--- src/rtl/mul_div_unit_pkg.sv ---
// Shared definitions for the multiply/divide unit (MDU).
// Contents:
//   MDU_OP_W      width of the op field
//   mdu_op_t      MDU operation codes
//   mdu_state_t   control FSM states
//   op_is_mul     true for ops that take the multiply path
//   op_is_div     true for ops that take the divide path
// Optional feature macro: MDU_MADD_EN (ops 6/7 become MADD/MSUB).
package mul_div_unit_pkg;

  localparam int MDU_OP_W = 3;

  typedef enum logic [MDU_OP_W-1:0] {
    OP_MULT  = 3'd0,
    OP_MULTU = 3'd1,
    OP_DIV   = 3'd2,
    OP_DIVU  = 3'd3,
    OP_MTHI  = 3'd4,
    OP_MTLO  = 3'd5,
    OP_MADD  = 3'd6,
    OP_MSUB  = 3'd7
  } mdu_op_t;

  typedef enum logic [1:0] {
    ST_IDLE = 2'd0,
    ST_MUL  = 2'd1,
    ST_DIV  = 2'd2
  } mdu_state_t;

  // Ops 6/7 only reach the multiplier when the accumulate group is built in.
  function automatic logic op_is_mul(input logic [MDU_OP_W-1:0] op);
`ifdef MDU_MADD_EN
    return (op == OP_MULT) || (op == OP_MULTU) || (op == OP_MADD) || (op == OP_MSUB);
`else
    return (op == OP_MULT) || (op == OP_MULTU);
`endif
  endfunction

  function automatic logic op_is_div(input logic [MDU_OP_W-1:0] op);
    return (op == OP_DIV) || (op == OP_DIVU);
  endfunction

endpackage

--- src/rtl/mul_div_unit_div_iter.sv ---
// Iterative restoring divider, one quotient bit per clock, WIDTH iterations.
// Works on unsigned magnitudes only; sign fix-up and special cases belong to
// the parent.
// Ports:
//   clk, rst_n        clock, asynchronous active-low reset
//   start             load dividend/divisor and begin (parent only pulses when idle)
//   abort             cancel any division in flight
//   dividend, divisor unsigned operands sampled on start
//   done              high during the final iteration cycle
//   quotient          quotient value the final iteration produces (valid with done)
//   remainder         remainder value the final iteration produces (valid with done)
module mul_div_unit_div_iter #(
  parameter int WIDTH = 32
) (
  input  logic             clk,
  input  logic             rst_n,
  input  logic             start,
  input  logic             abort,
  input  logic [WIDTH-1:0] dividend,
  input  logic [WIDTH-1:0] divisor,
  output logic             done,
  output logic [WIDTH-1:0] quotient,
  output logic [WIDTH-1:0] remainder
);

  localparam int CNT_W = $clog2(WIDTH + 1);

  logic [CNT_W-1:0] count;
  logic [WIDTH-1:0] rem_q;
  logic [WIDTH-1:0] quo_q;
  logic [WIDTH-1:0] dsr_q;
  logic [WIDTH:0]   shifted;
  logic [WIDTH:0]   diff;
  logic             fits;

  // One restoring step: shift the next dividend bit into the partial
  // remainder and subtract the divisor if it fits. quo_q starts as the
  // dividend and is shifted left, so quotient bits fill in from the bottom.
  // The step result is exported directly so the parent can commit it on the
  // same edge as the last iteration.
  always_comb begin
    shifted   = {rem_q, quo_q[WIDTH-1]};
    diff      = shifted - {1'b0, dsr_q};
    fits      = ~diff[WIDTH];
    remainder = fits ? diff[WIDTH-1:0] : shifted[WIDTH-1:0];
    quotient  = {quo_q[WIDTH-2:0], fits};
    done      = (count == CNT_W'(1));
  end

  // Iteration registers; count==0 means idle.
  always_ff @(posedge clk or negedge rst_n) begin
    if (!rst_n) begin
      count <= '0;
      rem_q <= '0;
      quo_q <= '0;
      dsr_q <= '0;
    end else if (abort) begin
      count <= '0;
    end else if (start) begin
      count <= CNT_W'(WIDTH);
      rem_q <= '0;
      quo_q <= dividend;
      dsr_q <= divisor;
    end else if (count != '0) begin
      count <= count - 1'b1;
      rem_q <= remainder;
      quo_q <= quotient;
    end
  end

endmodule

--- src/rtl/mul_div_unit.sv ---
// Multi-cycle multiply/divide unit with architectural HI/LO registers.
// Handles MULT/MULTU (MUL_CYCLES latency), DIV/DIVU (WIDTH cycles), MTHI/MTLO
// (single cycle). Results go to HI/LO atomically in one edge.
// Optional feature macro: MDU_MADD_EN adds op 6 MADD and op 7 MSUB, which
// accumulate a signed product into {hi,lo}; without it ops 6/7 are ignored.
// Ports:
//   clk, rst_n   clock, asynchronous active-low reset
//   start, op    request and operation code (sampled while busy==0)
//   srcA, srcB   rs / rt operands
//   flush        cancel the operation in flight (beats start)
//   busy         a MUL or DIV is in progress
//   done         one-cycle pulse alongside a MUL/DIV result landing in HI/LO
//   hi, lo       HI and LO registers
module mul_div_unit #(
  parameter int WIDTH      = 32,
  parameter int MUL_CYCLES = 5
) (
  input  logic             clk,
  input  logic             rst_n,
  input  logic             start,
  input  logic [2:0]       op,
  input  logic [WIDTH-1:0] srcA,
  input  logic [WIDTH-1:0] srcB,
  input  logic             flush,
  output logic             busy,
  output logic             done,
  output logic [WIDTH-1:0] hi,
  output logic [WIDTH-1:0] lo
);

  import mul_div_unit_pkg::*;

  localparam int CNT_W = (MUL_CYCLES < 2) ? 1 : $clog2(MUL_CYCLES + 1);

  mdu_state_t       state;
  mdu_state_t       state_next;
  logic [CNT_W-1:0] mul_count;
  mdu_op_t          op_q;
  logic [WIDTH-1:0] opa_q;
  logic [WIDTH-1:0] opb_q;

  logic             accept;
  logic             is_mul_op;
  logic             is_div_op;
  logic             mul_write;
  logic             div_write;
  logic             div_start;
  logic             div_done;
  logic [WIDTH-1:0] div_quo;
  logic [WIDTH-1:0] div_rem;
  logic [WIDTH-1:0] dvd_mag;
  logic [WIDTH-1:0] dsr_mag;

  logic               mul_signed;
  logic [2*WIDTH-1:0] ext_a;
  logic [2*WIDTH-1:0] ext_b;
  logic [2*WIDTH-1:0] product;
  logic [2*WIDTH-1:0] mul_result;

  logic             div_signed;
  logic             a_neg;
  logic             b_neg;
  logic [WIDTH-1:0] div_hi;
  logic [WIDTH-1:0] div_lo;

  // Request decode. flush wins over start, so a flushed start is never seen.
  always_comb begin
    is_mul_op = op_is_mul(op);
    is_div_op = op_is_div(op);
    accept    = (state == ST_IDLE) && start && !flush;
    div_start = accept && is_div_op;
    dvd_mag   = (op == OP_DIV && srcA[WIDTH-1]) ? -srcA : srcA;
    dsr_mag   = (op == OP_DIV && srcB[WIDTH-1]) ? -srcB : srcB;
  end

  // State register.
  always_ff @(posedge clk or negedge rst_n) begin
    if (!rst_n) begin
      state <= ST_IDLE;
    end else begin
      state <= state_next;
    end
  end

  // Next-state and control outputs. A write is suppressed when flush lands
  // in the final cycle, leaving HI/LO at their pre-operation values.
  always_comb begin
    state_next = state;
    busy       = (state != ST_IDLE);
    mul_write  = 1'b0;
    div_write  = 1'b0;
    case (state)
      ST_IDLE: begin
        if (accept && is_mul_op) begin
          state_next = ST_MUL;
        end else if (accept && is_div_op) begin
          state_next = ST_DIV;
        end
      end
      ST_MUL: begin
        mul_write = (mul_count == CNT_W'(1)) && !flush;
        if (flush || mul_count == CNT_W'(1)) begin
          state_next = ST_IDLE;
        end
      end
      ST_DIV: begin
        div_write = div_done && !flush;
        if (flush || div_done) begin
          state_next = ST_IDLE;
        end
      end
      default: begin
        state_next = ST_IDLE;
      end
    endcase
  end

  // Product of the latched operands; both are extended to 2*WIDTH so a single
  // multiplier serves signed and unsigned forms.
  always_comb begin
    mul_signed = (op_q != OP_MULTU);
    ext_a      = {{WIDTH{mul_signed & opa_q[WIDTH-1]}}, opa_q};
    ext_b      = {{WIDTH{mul_signed & opb_q[WIDTH-1]}}, opb_q};
    product    = ext_a * ext_b;
`ifdef MDU_MADD_EN
    if (op_q == OP_MADD) begin
      mul_result = {hi, lo} + product;
    end else if (op_q == OP_MSUB) begin
      mul_result = {hi, lo} - product;
    end else begin
      mul_result = product;
    end
`else
    mul_result = product;
`endif
  end

  // Sign fix-up around the unsigned divider. The most-negative / -1 case
  // needs no special handling: its magnitude quotient negates back to the
  // most-negative value with a zero remainder.
  always_comb begin
    div_signed = (op_q == OP_DIV);
    a_neg      = div_signed & opa_q[WIDTH-1];
    b_neg      = div_signed & opb_q[WIDTH-1];
    div_lo     = (a_neg ^ b_neg) ? -div_quo : div_quo;
    div_hi     = a_neg ? -div_rem : div_rem;
    if (opb_q == '0) begin
      div_lo = '1;
      div_hi = opa_q;
    end
  end

  mul_div_unit_div_iter #(
    .WIDTH(WIDTH)
  ) u_div_iter (
    .clk      (clk),
    .rst_n    (rst_n),
    .start    (div_start),
    .abort    (flush),
    .dividend (dvd_mag),
    .divisor  (dsr_mag),
    .done     (div_done),
    .quotient (div_quo),
    .remainder(div_rem)
  );

  // Operand latch, multiply latency counter, HI/LO and the done pulse.
  always_ff @(posedge clk or negedge rst_n) begin
    if (!rst_n) begin
      hi        <= '0;
      lo        <= '0;
      done      <= 1'b0;
      mul_count <= '0;
      op_q      <= OP_MULT;
      opa_q     <= '0;
      opb_q     <= '0;
    end else begin
      done <= mul_write | div_write;

      if (accept && (is_mul_op || is_div_op)) begin
        op_q  <= mdu_op_t'(op);
        opa_q <= srcA;
        opb_q <= srcB;
      end

      if (flush) begin
        mul_count <= '0;
      end else if (accept && is_mul_op) begin
        mul_count <= CNT_W'(MUL_CYCLES);
      end else if (state == ST_MUL && mul_count != '0) begin
        mul_count <= mul_count - 1'b1;
      end

      if (mul_write) begin
        {hi, lo} <= mul_result;
      end else if (div_write) begin
        hi <= div_hi;
        lo <= div_lo;
      end else if (accept && op == OP_MTHI) begin
        hi <= srcA;
      end else if (accept && op == OP_MTLO) begin
        lo <= srcA;
      end
    end
  end

endmodule
--- config.mk ---
export PLATFORM = sky130hd
export DESIGN_NAME = mul_div_unit
export DESIGN_NICKNAME = d
export VERILOG_FILES = /design/src/rtl/mul_div_unit_pkg.sv /design/src/rtl/mul_div_unit_div_iter.sv /design/src/rtl/mul_div_unit.sv
export SDC_FILE = /design/constraint.sdc
export NUM_CORES = 2
export LEC_CHECK = 0
export CAP_MARGIN = 20
export CORE_MARGIN = 2
export CORE_UTILIZATION = 50
export CTS_BUF_LIST = sky130_fd_sc_hd__clkbuf_4
export DETAILED_ROUTE_END_ITERATION = 7
export PLACE_DENSITY = 0.79
export SYNTH_ARGS = -nofsm -noshare
export SYNTH_HDL_FRONTEND = slang
export SYNTH_HIERARCHICAL = 1
export SYNTH_SLANG_ARGS = --single-unit
--- constraint.sdc ---
create_clock -name clk -period 15.3 [get_ports clk]
set_clock_uncertainty 0.1 [all_clocks]
set_input_delay 3.825 -clock clk [delete_from_list [all_inputs] [get_ports clk]]
set_output_delay 3.825 -clock clk [all_outputs]
set_load 0.05 [all_outputs]
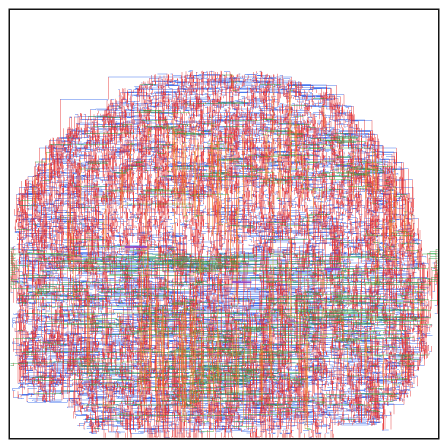
(signal wires by layer)
- orange: met4 (wire length 6770 um)
- blue: met1 (wire length 59.0 mm)
- purple: met5 (wire length 40.5 um)
- red: met2 (wire length 75.0 mm)
- green: met3 (wire length 14600 um)

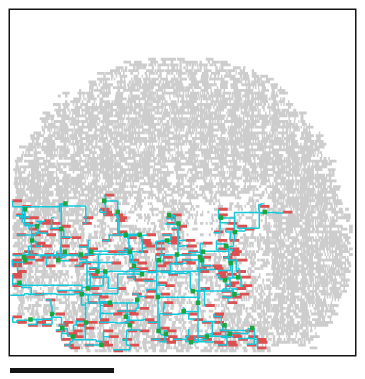
(clock network drawn from the DEF)
The bar under the picture is 100 um long.
- green: cells driving clock nets (count 60)
- red: flip-flops (count 239)
- cyan: clock wires (length 4120 um)
- routed clock nets: 61

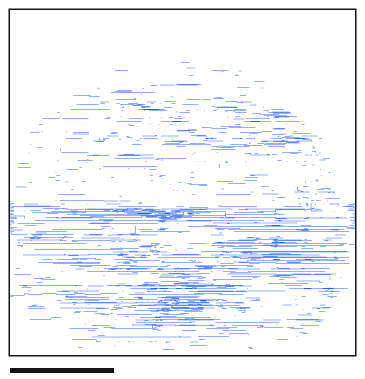
(the metal 3 layer)
The bar under the picture is 100 um long.
- longest straight run: 154 um
- nets with wire on the layer: 512

==> flow_metrics.env <==
# implementation run metrics
export IMPL_status="finished clean"
export IMPL_worst_slew_margin_rel=0.2146
export IMPL_syn_num_nets=7444
export IMPL_buffers=225
export IMPL_dr_wl_met2_um=75000
export IMPL_sh_comb_area=0.7340
export IMPL_die_w_um=331.6
export IMPL_clock_sinks=239
export IMPL_comb_area_sq_mm=0.04152
export IMPL_clockRootBuffer="clkbuf_4"
export IMPL_routedWlPerCell_um=21.19
export IMPL_final_common_cell="inv_1"
export IMPL_clock_area_frac=0.01307
export IMPL_io_pins=137
export IMPL_whs_endpoint="lo[18]$_DFFE_PN0P_"
export IMPL_post_synth_top_count_cell="inv_1"
export IMPL_diodes=4
export IMPL_crit_path_start_kind="register"
export IMPL_syn_cell_area_sq_mm=0.05365
export IMPL_slowest_delay_ns=0.84
export IMPL_syn2layout_area_growth_pct=5.450
export IMPL_post_cts_buffers=0
export IMPL_xor_share=0.03494
export IMPL_cp_max_fo=13
export IMPL_finalCoreUtilization=0.5300
export IMPL_buffer_area_frac=0.03596
export IMPL_num_vias=41830
export IMPL_cts_htree_levels=2
export IMPL_ff_type="dfrtp_1"
export IMPL_setup_tns_ns=0
export IMPL_synthTopCellsByArea="fa_1, dfrtp_1, inv_1, nand2_1, ha_1"
export IMPL_dpl_cell_area_sq_mm=0.05582
export IMPL_viasPerCell=5.704
export IMPL_cp_slowest_cell="fa_1"
export IMPL_grt_pass1_wl_um=249600
export IMPL_finalNonFillerCells=7332
export IMPL_io_buffers=136
export IMPL_synthAoiAreaFrac=0.08498
export IMPL_grt_max_degree=97
export IMPL_use_met1=0.3694
export IMPL_rows=120
export IMPL_rsz0062_at_grt="no"
export IMPL_path_class="register to register"
export IMPL_wl_met3_um=14580
export IMPL_worstPathRequired_ns=15.85
export IMPL_crit_reg2reg_capture="hi[29]$_DFFE_PN0P_"
export IMPL_maxSlewViolCount=0
export IMPL_endpoint="hi[29]$_DFFE_PN0P_"
export IMPL_log_warning_count=29
export IMPL_max_cap_violations=0
export IMPL_dr_max_layer_used="met5"
export IMPL_setup_viol=0
export IMPL_clock_latency_late_pin_ns=0.82
export IMPL_topCombFamilyByArea="adder cells"
export IMPL_first_global_vias=45310
export IMPL_reg2reg_slack_ns=6.20
export IMPL_worstHoldPathCells=2
export IMPL_first_pass_iters=8
export IMPL_nClkBuffers=78
export IMPL_largestClassByArea="logic gates"
export IMPL_hold_viol=0
export IMPL_regToRegStartpoint="op_q[1]$_DFFE_PN0P_"
export IMPL_rr_worst_depth=30
export IMPL_fin_crit_sh=0.5947
export IMPL_synth_cell_types=91
export IMPL_seq_area_sq_mm=0.005982
export IMPL_lay_top_cells="inv_1, fa_1, nand2_1"
export IMPL_ctsHoldBuffers=0
export IMPL_gp_congestion=0.9702
export IMPL_cts_tree="built"
export IMPL_wl_um=155400
export IMPL_top_cells_by_count="inv_1, fa_1, nand2_1"
export IMPL_synth_top_cell_area_share=0.4202
export IMPL_clock_path_buffers=3
export IMPL_grt_use_met3=0.06191
export IMPL_ys_sh_mux=0.02869
export IMPL_adder_share=0.4792
export IMPL_tightest_slew_ns=1.178
export IMPL_top_area_cell="fa_1"
export IMPL_drc=0
export IMPL_cp_startpoint="op_q[1]$_DFFE_PN0P_"
export IMPL_numCtsBuffers=60
export IMPL_min_period_ns=9.099
export IMPL_edf_count=0
export IMPL_wl_met1_um=58980
export IMPL_dp_cells=7222
export IMPL_coreArea_sq_mm=0.1068
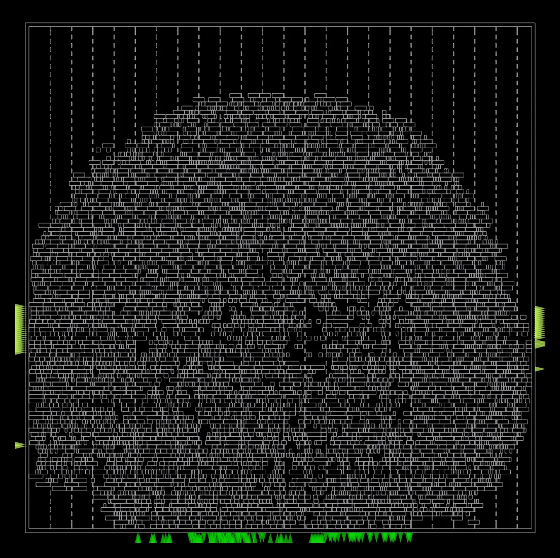
(placed standard cells)
Flops: 239
Tapcell Cnt: 1403
Seq area share: 0.1057

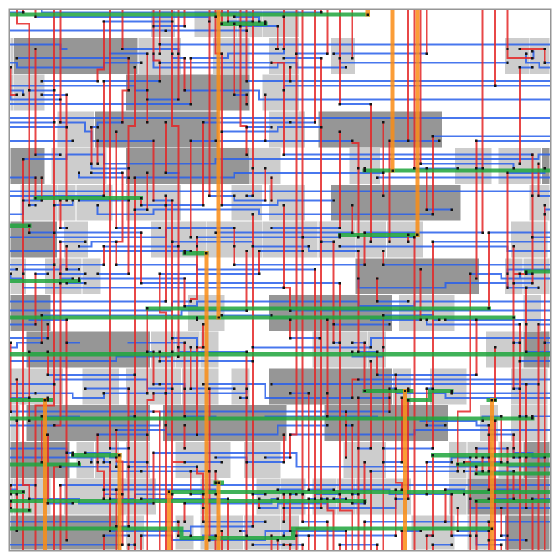
(zoomed window)
Region (146, 79) to (186, 119) um. Cells in gray, sequential cells in the stronger gray; small squares are vias.
- blue: met1
- red: met2
- orange: met4
- green: met3
- cells with their middle in the window: 99
- most frequent: buf_4 (15), dfrtp_1 (14), mux2_2 (12)
- netlist names of flops here include: opa_q (12), u_div_iter/quo_q (2)
- sequential cells in the window: 15

critical path: cells and delay by family, from the launching register on:
family | cells | cell delay [ns]
adders and majority gates | 9 | 4.63
and+or+nand+nor | 7 | 1.51
muxes | 1 | 0.23
AOI/OAI and AO/OA | 6 | 1.08
DFF | 1 | 0.37
buffers and inverters | 7 | 1.06
stage by stage:
step | worst slack (ns) | hold slack [ns]
6_report | 6.201 | 0.3921
5_1_grt | 5.668 | 0.4281
4_1_cts | 6.276 | 0.3978
3_5_place_dp | 6.304 | 0.3813
3_3_place_gp | 6.495 | 0.3640
2_1_floorplan | 7.179 | 0.3498
